File: config.mk
export PLATFORM = sky130hd
export DESIGN_NAME = edge_frame_sched
export DESIGN_NICKNAME = d
export VERILOG_FILES = /design/src/rtl/edge_frame_sched.sv
export SDC_FILE = /design/constraint.sdc
export NUM_CORES = 1
export LEC_CHECK = 0
export CAP_MARGIN = 30
export CORE_ASPECT_RATIO = 0.6
export CORE_UTILIZATION = 50
export DETAILED_ROUTE_END_ITERATION = 8
export GPL_TIMING_DRIVEN = 0
export PLACE_DENSITY = 0.77
export SETUP_SLACK_MARGIN = 0.3
export SKIP_LAST_GASP = 1
export SLEW_MARGIN = 20
export SYNTH_ARGS = -nofsm -noshare
export SYNTH_HDL_FRONTEND = slang
export SYNTH_SLANG_ARGS = --single-unit
export TNS_END_PERCENT = 5
File: constraint.sdc
create_clock -name clock -period 7.29 [get_ports clock]
set_clock_uncertainty 0.15 [all_clocks]
set_input_delay 1.0935 -clock clock [delete_from_list [all_inputs] [get_ports clock]]
set_output_delay 1.0935 -clock clock [all_outputs]
set_load 0.1 [all_outputs]
File: src/rtl/edge_frame_sched.sv
// edge_frame_sched: frame sequencer for the gray/Sobel stages; define EDGE_SCHED_WATCHDOG_EN to build the stall watchdog
module edge_frame_sched #(
  parameter int IMG_HEIGHT = 720,
  parameter int IMG_WIDTH = 540,
  parameter int FRAME_CNT_W = 16,
  parameter int TIMEOUT_CYCLES = 1048576,
  localparam int NPIX = IMG_HEIGHT * IMG_WIDTH,
  localparam int PIX_W = $clog2(NPIX + 1)
) (
  input  logic                   clock,
  input  logic                   reset_n,
  input  logic                   start,
  input  logic [FRAME_CNT_W-1:0] num_frames,
  input  logic                   abort,
  input  logic                   pix_wr_en,
  input  logic                   pix_full,
  input  logic                   sobel_done,
  output logic                   stage_rst,
  output logic                   stage_en,
  output logic                   busy,
  output logic                   frame_start,
  output logic                   frame_end,
  output logic                   run_done,
  output logic                   error,
  output logic [FRAME_CNT_W-1:0] frames_done,
  output logic [PIX_W-1:0]       pix_count
);
  typedef enum logic [2:0] {IDLE, CLEAR, RUN, DONE, ERROR, ABORT} state_t;
  state_t state, state_n;
  logic ph;
  logic [FRAME_CNT_W-1:0] target;
  logic go, acc, ovf, tmo, last, fin;
  logic [PIX_W-1:0] pix_fin;
  assign go = state == IDLE && start && !abort;
  assign acc = state == RUN && pix_wr_en && !pix_full;
  assign ovf = acc && pix_count == PIX_W'(NPIX);
  assign pix_fin = pix_count + PIX_W'(acc);
  assign last = frames_done + 1'b1 == target;
  assign fin = state == RUN && (state_n == CLEAR || state_n == DONE);
`ifdef EDGE_SCHED_WATCHDOG_EN
  localparam int WD_W = $clog2(TIMEOUT_CYCLES + 1);
  logic [WD_W-1:0] wd;
  // count consecutive RUN cycles without an accepted pixel
  always_ff @(posedge clock or negedge reset_n)
    if (!reset_n) wd <= '0;
    else wd <= (state == RUN && !acc) ? wd + 1'b1 : '0;
  assign tmo = state == RUN && !acc && wd == WD_W'(TIMEOUT_CYCLES - 1);
`else
  assign tmo = 1'b0;
`endif
  // state register, two-cycle phase bit for CLEAR/ABORT, latched frame target
  always_ff @(posedge clock or negedge reset_n)
    if (!reset_n) begin
      state <= IDLE;
      ph <= 1'b0;
      target <= '0;
    end else begin
      state <= state_n;
      ph <= state_n == state ? !ph : 1'b0;
      target <= go ? (num_frames == '0 ? FRAME_CNT_W'(1) : num_frames) : target;
    end
  // next state; abort overrides everything outside IDLE
  always_comb begin
    state_n = state;
    case (state)
      IDLE:    state_n = go ? CLEAR : IDLE;
      CLEAR:   state_n = ph ? RUN : CLEAR;
      RUN:     state_n = (ovf || tmo) ? ERROR : !sobel_done ? RUN :
                         pix_fin != PIX_W'(NPIX) ? ERROR : last ? DONE : CLEAR;
      ABORT:   state_n = ph ? IDLE : ABORT;
      default: state_n = IDLE;
    endcase
    if (abort && state != IDLE) state_n = ABORT;
  end
  // registered Moore outputs derived from the upcoming state
  always_ff @(posedge clock or negedge reset_n)
    if (!reset_n) begin
      stage_rst <= 1'b1;
      stage_en <= 1'b0;
      busy <= 1'b0;
      frame_start <= 1'b0;
      frame_end <= 1'b0;
      run_done <= 1'b0;
      error <= 1'b0;
      frames_done <= '0;
      pix_count <= '0;
    end else begin
      stage_rst <= state_n != RUN;
      stage_en <= state_n == RUN;
      busy <= state_n == CLEAR || state_n == RUN;
      frame_start <= state == CLEAR && state_n == RUN;
      frame_end <= fin;
      run_done <= state_n == DONE;
      error <= go ? 1'b0 : error | (state_n == ERROR);
      frames_done <= go ? '0 : frames_done + FRAME_CNT_W'(fin);
      pix_count <= state_n == CLEAR ? '0 : ovf ? pix_count : pix_fin;
    end
endmodule
==> summary.txt <==
fresh numbers from the pnr run: aoi share=9.41%, GR Util met2=39.3%, Slew headroom=between 30% and 40%, DRC violations left=1, num rows=23, crit path capture=frames_done[15]$_DFF_PN0_, XORs/XNORs by Area=10.9%, Lkg Pwr=between 1.5 and 2 nW, CTS tree=built, Async SR Flop Fraction=100%, Fin. Hold Viols=0, worst-path maximum fanout=8, final critical-path required period=5.95 ns, crit path cell chain=nor3b_1 -> and3b_1 -> ha_1 -> ha_1 -> nand2_1 -> nor2_1 -> xnor2_1 -> or4b_1 -> o31ai_1 -> nand2_1 -> a21o_1 -> nor2_1 -> ha_1 -> nand2_1 -> nor2_1 -> nand3_1 -> nor2_1 -> nand2_1 -> xor2_1 -> nor2_1, Crit path top cell by count=nor2_1, Yosys reg bits=62, CP startpoint=state[2]$_DFF_PN0_, synth unique cells=57, hold_sp=target[15]$_DFFE_PN0P_, worst r2r src=state[2]$_DFF_PN0_, RSZ-0062 raised after global routing=no, Max-area cell class=multi-input combinational cells, Combinational Gates=approximately 320, hold endpoint=target[15]$_DFFE_PN0P_, grt ovf=0, setup TNS=0 ns, crit end category=flip-flop, Detail Route Antenna Nets=0, failing checks=design-rule violations, number of global-route vias before repair=~3100, outcome=finished with violations, Seq cells=62, Worst R2R End=frames_done[15]$_DFF_PN0_, Die Area=roughly 7600 µm², Top cells excl fill/tap=77 x nand2_1, 63 x clkdlybuf4s50_1, 61 x dfrtp_1, 47 x nor2_1, 27 x xnor2_1, non-filler cells in the finished layout=around 580, DR vias/cell=5.96, Tcrit/Tclk final=81.6%, EDFF count, synth=0, top post-synthesis cells by count=77 x nand2_1, 61 x dfrtp_1, 47 x nor2_1, switching share of power=34.3%, Post-synth seq share=43.1%, routed via count=3434, Critical Setup Path Class=reg -> reg, Commonest Layout Cell=nand2_1, Main area contributors=dfrtp_1 42%, nand2_1 8.0%, xnor2_1 6.6%, largest net degree at the start of global routing=37, Reg2Reg Depth=20, # fillers=586, clk_lat worst skew=0.33 ns, Synth warnings=0, CP top delay family=simple AND/OR/NAND/NOR gates, Logic pwr share=a little over a quarter, hold path depth=2, Post-CTS Hold Buffers=0, power density over the cells=264 nW/µm², Mapped Nets=about 440, Worst IR Drop VDD=0.152 mV, CP max stage delay=0.77 ns, count leader, synth=nand2_1, M1 GR Usage=41.7%, CP Buf/Inv Count=0
[per-stage QoR]
step	hold slack [ns]	util, %	power, mW	setup slack [ns]
2_1_floorplan	0.315	-	0.689	2.49
3_3_place_gp	0.331	63.8	0.777	1.31
3_5_place_dp	0.333	64.1	0.790	1.29
4_1_cts	0.347	68.6	1.23	1.53
5_1_grt	0.362	68.6	1.29	0.952
6_report	0.346	68.6	1.24	1.34
[sequential cells by signal, summed over array words and instances (netlist names), 3 cells and up]
signal       cells
frames_done     16
state            3
pix_count       19
target          16
[power by group through the flow]
stage               Sequential [mW]  Clock, mW  Combinational [mW]
floorplan                     0.486          0               0.203
global placement              0.471          0               0.306
detailed placement            0.473          0               0.316
CTS                           0.467      0.445               0.320
global route                  0.477      0.461               0.353
finish                        0.471      0.444               0.323
congestion_map.png
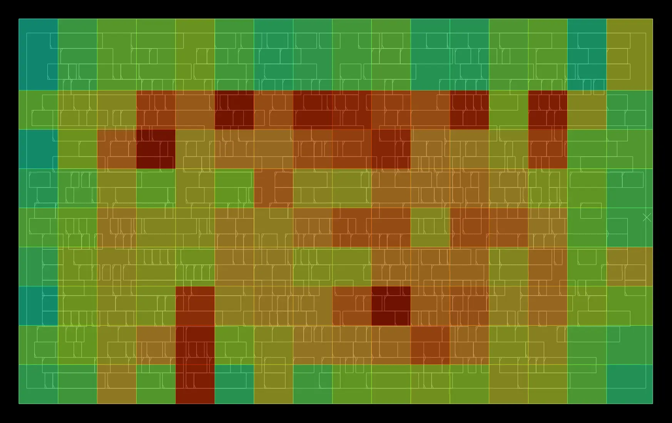
Routed WL per cell: 17.8 µm
met3 Use GR: 9.52%

ff_map.png
(3 px per µm) Other sequential cells in the stronger gray, the rest of the logic in the fainter gray.
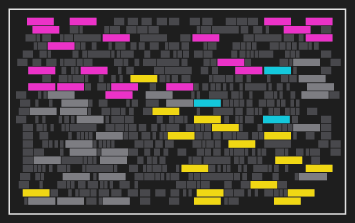
Magenta is pix_count, sequential cells 19. Cyan is state, sequential cells 3. Yellow is frames_done, sequential cells 16.
Sequential cell area: 1550 µm²
fraction of area in registers: 33.2%

layers.png
(4 px per µm)
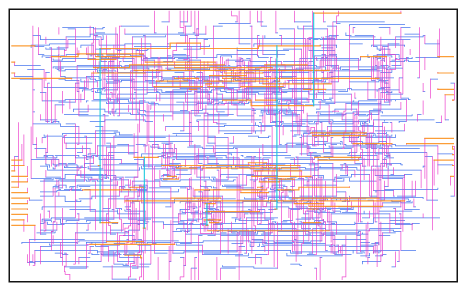
Orange is M3, wire length 1020 µm. Magenta is M2, wire length 4000 µm. Cyan is M4, wire length 131 µm. Blue is M1, wire length 5110 µm.

port_trees.png
(4 px per µm)
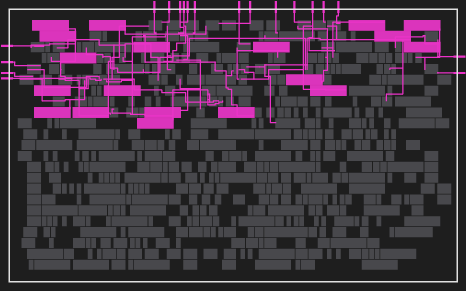
Magenta is pix_count, bits 19, direction output, edge 13 top, 4 left, 2 right, end cells 19, wire 945 µm.

No activity file was given, so power comes from the tool's default toggle rates.
